$ cat config.mk
export PLATFORM = sky130hd
export DESIGN_NAME = alu4bit_bist
export DESIGN_NICKNAME = d
export VERILOG_FILES = /design/src/rtl/alu_pkg.sv /design/src/rtl/alu_ref_model.sv /design/src/rtl/alu4bit_bist.sv
export SDC_FILE = /design/constraint.sdc
export NUM_CORES = 1
export LEC_CHECK = 0
export ABC_AREA = 1
export CAP_MARGIN = 20
export CORE_ASPECT_RATIO = 0.7
export CORE_MARGIN = 4
export CORE_UTILIZATION = 48
export DETAILED_ROUTE_END_ITERATION = 6
export PLACE_DENSITY = 0.84
export SYNTH_ARGS = -nofsm -noshare
export SYNTH_HDL_FRONTEND = slang
export SYNTH_SLANG_ARGS = --single-unit
$ cat constraint.sdc
create_clock -name clk -period 2 [get_ports clk]
set_clock_uncertainty 0.05 [all_clocks]
set_input_delay 0.4 -clock clk [delete_from_list [all_inputs] [get_ports clk]]
set_output_delay 0.4 -clock clk [all_outputs]
set_load 0.02 [all_outputs]
$ cat src/rtl/alu_pkg.sv
// Shared ALU opcode encodings and BIST state type.
// Used by the self-test engine and any other ALU checker.
package alu_pkg;

    localparam logic [1:0] ALU_AND = 2'b00;
    localparam logic [1:0] ALU_OR  = 2'b01;
    localparam logic [1:0] ALU_XOR = 2'b10;
    localparam logic [1:0] ALU_NOT = 2'b11;

    typedef enum logic [1:0] {
        IDLE = 2'd0,
        RUN  = 2'd1,
        DONE = 2'd2
    } bist_state_t;

endpackage

$ cat src/rtl/alu_ref_model.sv
// Combinational golden ALU: bitwise AND/OR/XOR/NOT-a, no carry.
module alu_ref_model
    import alu_pkg::*;
#(
    parameter int WIDTH = 4
) (
    input  logic [1:0]       sel,
    input  logic [WIDTH-1:0] a,
    input  logic [WIDTH-1:0] b,
    output logic [WIDTH-1:0] y
);

    always_comb begin
        y = '0;
        case (sel)
            ALU_AND: y = a & b;
            ALU_OR:  y = a | b;
            ALU_XOR: y = a ^ b;
            ALU_NOT: y = ~a;
            default: y = '0;
        endcase
    end

endmodule

$ cat src/rtl/alu4bit_bist.sv
// Exhaustive self-test sweep for ALU4bit: drives every {sel,a,b}, checks y against
// the reference model, counts mismatches and latches the first failing vector.
module alu4bit_bist
    import alu_pkg::*;
#(
    parameter int WIDTH         = 4,
    parameter int SETTLE_CYCLES = 1
) (
    input  logic                 clk,
    input  logic                 rst_n,
    input  logic                 start,
    output logic [WIDTH-1:0]     dut_a,
    output logic [WIDTH-1:0]     dut_b,
    output logic [1:0]           dut_sel,
    input  logic [WIDTH-1:0]     dut_y,
    output logic                 busy,
    output logic                 done,
    output logic                 pass,
    output logic [2*WIDTH+2:0]   err_count,
    output logic                 fail_valid,
    output logic [2*WIDTH+1:0]   first_fail_vec,
    output logic [WIDTH-1:0]     first_fail_y
);

    localparam int IW = 2*WIDTH + 2;
    localparam int EW = 2*WIDTH + 3;
    localparam int SW = (SETTLE_CYCLES > 1) ? $clog2(SETTLE_CYCLES) : 1;
    localparam logic [SW-1:0] SETTLE_LAST = SW'(SETTLE_CYCLES - 1);

    bist_state_t      state;
    logic [IW-1:0]    idx;
    logic [SW-1:0]    settle;
    logic [WIDTH-1:0] y_ref;
    logic             sample;
    logic             mismatch;
    logic             last_vec;
    logic [EW-1:0]    err_next;

    // Vector outputs come straight from the index register, so they read 0 outside RUN.
    assign {dut_sel, dut_a, dut_b} = idx;

    alu_ref_model #(.WIDTH(WIDTH)) u_ref (
        .sel (dut_sel),
        .a   (dut_a),
        .b   (dut_b),
        .y   (y_ref)
    );

    assign sample   = (state == RUN) && (settle == SETTLE_LAST);
    assign mismatch = sample && (dut_y != y_ref);
    assign last_vec = &idx;
    // Saturating guard; the count cannot exceed the vector total anyway.
    assign err_next = (mismatch && !(&err_count)) ? err_count + EW'(1) : err_count;

    always_ff @(posedge clk or negedge rst_n) begin
        if (!rst_n) begin
            state          <= IDLE;
            idx            <= '0;
            settle         <= '0;
            busy           <= 1'b0;
            done           <= 1'b0;
            pass           <= 1'b0;
            err_count      <= '0;
            fail_valid     <= 1'b0;
            first_fail_vec <= '0;
            first_fail_y   <= '0;
        end else begin
            case (state)
                IDLE, DONE: begin
                    if (start) begin
                        state          <= RUN;
                        idx            <= '0;
                        settle         <= '0;
                        busy           <= 1'b1;
                        done           <= 1'b0;
                        pass           <= 1'b0;
                        err_count      <= '0;
                        fail_valid     <= 1'b0;
                        first_fail_vec <= '0;
                        first_fail_y   <= '0;
                    end
                end
                RUN: begin
                    if (sample) begin
                        settle    <= '0;
                        idx       <= idx + IW'(1);
                        err_count <= err_next;
                        if (mismatch && !fail_valid) begin
                            fail_valid     <= 1'b1;
                            first_fail_vec <= idx;
                            first_fail_y   <= dut_y;
                        end
                        if (last_vec) begin
                            state <= DONE;
                            busy  <= 1'b0;
                            done  <= 1'b1;
                            pass  <= (err_next == '0);
                        end
                    end else begin
                        settle <= settle + SW'(1);
                    end
                end
                default: state <= IDLE;
            endcase
        end
    end

endmodule

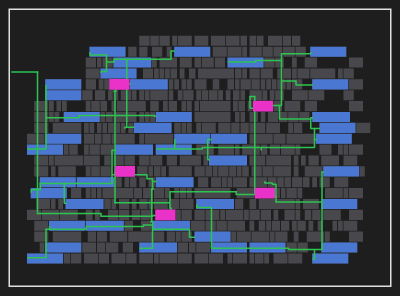
(clock distribution)
(4 px per um)
Key: green = clock wires [length 603 um]; magenta = clock-net drivers [count 5]; blue = flip-flops [count 42]
Position of the flops: spread over the die.

==> run_summary.xml <==
<?xml version="1.0" encoding="UTF-8"?>
<metrics>
  <group name="run_status">
    <metric name="status" unit="">finished with violations</metric>
    <metric name="failed_checks" unit="">hold timing, setup timing</metric>
  </group>
  <group name="routing">
    <metric name="vias_per_cell" unit="">5.88</metric>
    <metric name="drt-pass1-iter-count" unit="">6</metric>
    <metric name="routed_antenna_nets" unit="">0</metric>
    <metric name="drcViolationCount" unit="">0</metric>
    <metric name="initialDrtViolationCount" unit="">372</metric>
  </group>
  <group name="layout">
    <metric name="finalNonFillerCells" unit="">509</metric>
    <metric name="drive_gt1_share" unit="%">39.1</metric>
    <metric name="relative_area_change_from_synthesis_to_final_layout" unit="%">58.5</metric>
    <metric name="antenna_cells" unit="">0</metric>
    <metric name="layout.cells.most_common_list" unit="">sky130_fd_sc_hd__buf_4 (65), sky130_fd_sc_hd__nand2_1 (58), sky130_fd_sc_hd__inv_1 (48)</metric>
    <metric name="nNetsFinal" unit="">456</metric>
    <metric name="mostFrequentLayoutCell" unit="">sky130_fd_sc_hd__buf_4</metric>
    <metric name="final-comb-area" unit="um2">1500</metric>
    <metric name="sequential_cell_area" unit="um2">1070</metric>
  </group>
  <group name="worst_setup_path">
    <metric name="cp_most_frequent_cell" unit="">sky130_fd_sc_hd__nand2_1</metric>
    <metric name="data_arrival_critical_path" unit="ns">2.51</metric>
    <metric name="critPathLaunch" unit="">idx[7]</metric>
    <metric name="crit_path_cell_trace" unit="">inv_4 -&gt; ha_4 -&gt; nand3_2 -&gt; nand3_2 -&gt; nand2_1 -&gt; nand2_1 -&gt; nand2_2 -&gt; nor2_4 -&gt; nand2_8 -&gt; buf_4 -&gt; nand4_1 -&gt; nand2_1 -&gt; inv_1 -&gt; nand2_1 -&gt; nor2_1 -&gt; nand2_1 -&gt; nand2_1</metric>
    <metric name="timing.critical_path.slowest_cell_delay" unit="ns">0.41</metric>
    <metric name="crit_path_max_fanout" unit="">7</metric>
    <metric name="critPathSlowestCell" unit="">sky130_fd_sc_hd__dfrtp_2</metric>
    <metric name="critical_path_required" unit="ns">2.20</metric>
    <metric name="worstReg2RegStart" unit="">idx[7]</metric>
  </group>
  <group name="final_timing">
    <metric name="rsz0062_at_grt" unit="">true</metric>
    <metric name="worst_pin_slew" unit="ns">0.509</metric>
    <metric name="worst_hold_slack" unit="ns">-0.00663</metric>
    <metric name="hold_violations" unit="">6</metric>
    <metric name="layout_setup_ws" unit="ns">-0.311</metric>
    <metric name="finalSetupViolations" unit="">27</metric>
    <metric name="timing_max_transition_violations_final" unit="">0</metric>
    <metric name="clock.fmax" unit="MHz">433</metric>
    <metric name="final_min_period_over_clock_period" unit="%">116</metric>
  </group>
  <group name="grt">
    <metric name="globalRoute.totalOverflow" unit="">0</metric>
    <metric name="grt_start_max_net_pins" unit="">24</metric>
    <metric name="grt_antenna_before_repair" unit="">0</metric>
    <metric name="wire_length_of_the_first_global_routing_pass" unit="um">13600</metric>
  </group>
  <group name="floorplan">
    <metric name="rows" unit="">21</metric>
    <metric name="boundaryPins" unit="">46</metric>
    <metric name="fp.coreArea" unit="um2">4940</metric>
    <metric name="chipArea" unit="um2">6550</metric>
    <metric name="chip_height" unit="um">68.9</metric>
  </group>
  <group name="synth">
    <metric name="synthCells" unit="">322</metric>
    <metric name="ys_top_cells_by_area" unit="">sky130_fd_sc_hd__dfrtp_1 (41%), sky130_fd_sc_hd__nand2_1 (10%), sky130_fd_sc_hd__inv_1 (8.4%), sky130_fd_sc_hd__ha_1 (4.9%), sky130_fd_sc_hd__o22ai_1 (4.2%)</metric>
    <metric name="asyncSetResetFlopFracSynth" unit="%">100</metric>
    <metric name="post_synth_main_logic_family" unit="">simple AND/OR/NAND/NOR gates</metric>
    <metric name="syn_area" unit="um2">2540</metric>
    <metric name="xor_share" unit="%">3.10</metric>
    <metric name="ys_area" unit="um2">2540</metric>
    <metric name="ys_dominant_reg_cell" unit="">sky130_fd_sc_hd__dfrtp_1</metric>
    <metric name="synth.distinct_cells" unit="">37</metric>
    <metric name="synth_simple_gate_area_share" unit="%">28.7</metric>
    <metric name="top_area_cell" unit="">sky130_fd_sc_hd__dfrtp_1</metric>
    <metric name="post_synth_ao_oa_area_fraction" unit="%">10.3</metric>
    <metric name="synth.top_cells.by_count" unit="">sky130_fd_sc_hd__nand2_1 (69), sky130_fd_sc_hd__inv_1 (57), sky130_fd_sc_hd__dfrtp_1 (42)</metric>
    <metric name="post_synth.cell_area_avg" unit="um2">7.90</metric>
    <metric name="yosysTopAreaCellShare" unit="%">41.3</metric>
    <metric name="net_count_synth" unit="">339</metric>
  </group>
  <group name="cts">
    <metric name="cts_tree" unit="">built</metric>
    <metric name="cts.root.buffer_cell" unit="">sky130_fd_sc_hd__clkbuf_8</metric>
    <metric name="cts_max_path_buffers" unit="">2</metric>
    <metric name="clock-sinks" unit="">42</metric>
    <metric name="cts-buffers-inserted" unit="">5</metric>
    <metric name="cts.htree.levels" unit="">2</metric>
  </group>
  <group name="power">
    <metric name="finalPower" unit="uW">5850</metric>
    <metric name="p_leak" unit="uW">0.00198</metric>
  </group>
  <group name="placement">
    <metric name="detailed_place_hpwl" unit="um">5790</metric>
    <metric name="cell_area_reported_after_detailed_placement" unit="um2">3590</metric>
  </group>
  <group name="job">
    <metric name="warnings" unit="">34</metric>
    <metric name="max-cap-violations" unit="">0</metric>
  </group>
</metrics>
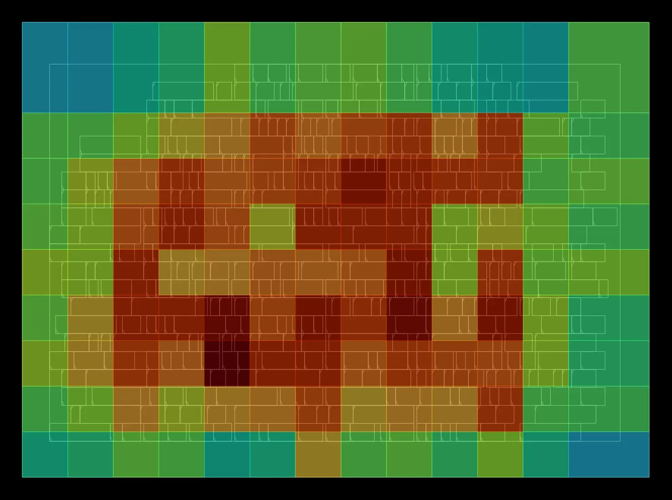
(track usage over the die)
met3 track demand over resource in global routing: 5.97%
final core utilization: 81.6%
met1 track demand over resource: 36.5%
wire length per cell after detailed routing: 19.1 um

[cells by family after synthesis]
logic type / after synthesis
and+or+nand+nor: 146
buffers and inverters: 72
AOI/OAI and AO/OA: 43
DFF: 42
adders and majority gates: 10
xor gates and xnor gates: 9
[state kept, by name (all words and copies together) (netlist names)]
register / cells
err_count: 11
first_fail_vec: 10
idx: 10
first_fail_y: 4
state: 2
busy: 1
done: 1
fail_valid: 1
pass: 1
settle: 1
[worst max-delay path by stage]
stage | to | slack (ns)
6_report | pass | -0.31
3_3_place_gp | idx[8] | -0.11
2_1_floorplan | pass | -0.04
4_1_cts | first_fail_y[2] | -0.14
3_5_place_dp | idx[8] | -0.30
5_1_grt | pass | -0.39
[power breakdown]
group	internal, uW	switching, uW
Sequential	1130	215
Combinational	1730	2200
Clock	247	325
[stage by stage]
step	worst slack, ns	TNS [ns]
floorplan	-0.0423	-0.0423
global placement	-0.107	-1.18
detailed placement	-0.298	-2.97
CTS	-0.141	-2.11
global route	-0.390	-7.04
finish	-0.311	-4.60
[critical path, delay by kind of cell, from the launching register on]
kind	cells	cell delay, ns
simple gates	13	1.21
fa+ha+maj	1	0.28
flops	1	0.41
buf+inv	3	0.30
[timing repair]
action,4_1_cts,5_1_grt
gates cloned,2,0
pin swaps,12,12
resized,16,49
setup endpoints to repair,27,37
hold endpoints to repair,0,0
buffers inserted,2,6
[area by class of cell]
type / instances / area share (%)
Clock inverter: 2 / 0.341
Tap cell: 69 / 2.14
Multi-Input combinational cell: 209 / 37.3
Clock buffer: 6 / 1.80
Sequential cell: 42 / 26.5
Timing Repair Buffer: 116 / 25.8
Inverter: 65 / 6.18
[metal layers]
layer	wire (um)	track usage [%]	vias to the layer above
met2	4440	45.5	274
met5	0	0	-
met3	1200	5.97	63
li1	-	-	1288
met1	3670	36.5	1369
met4	393	10.1	0
No activity file was given, so power comes from the tool's default toggle rates.
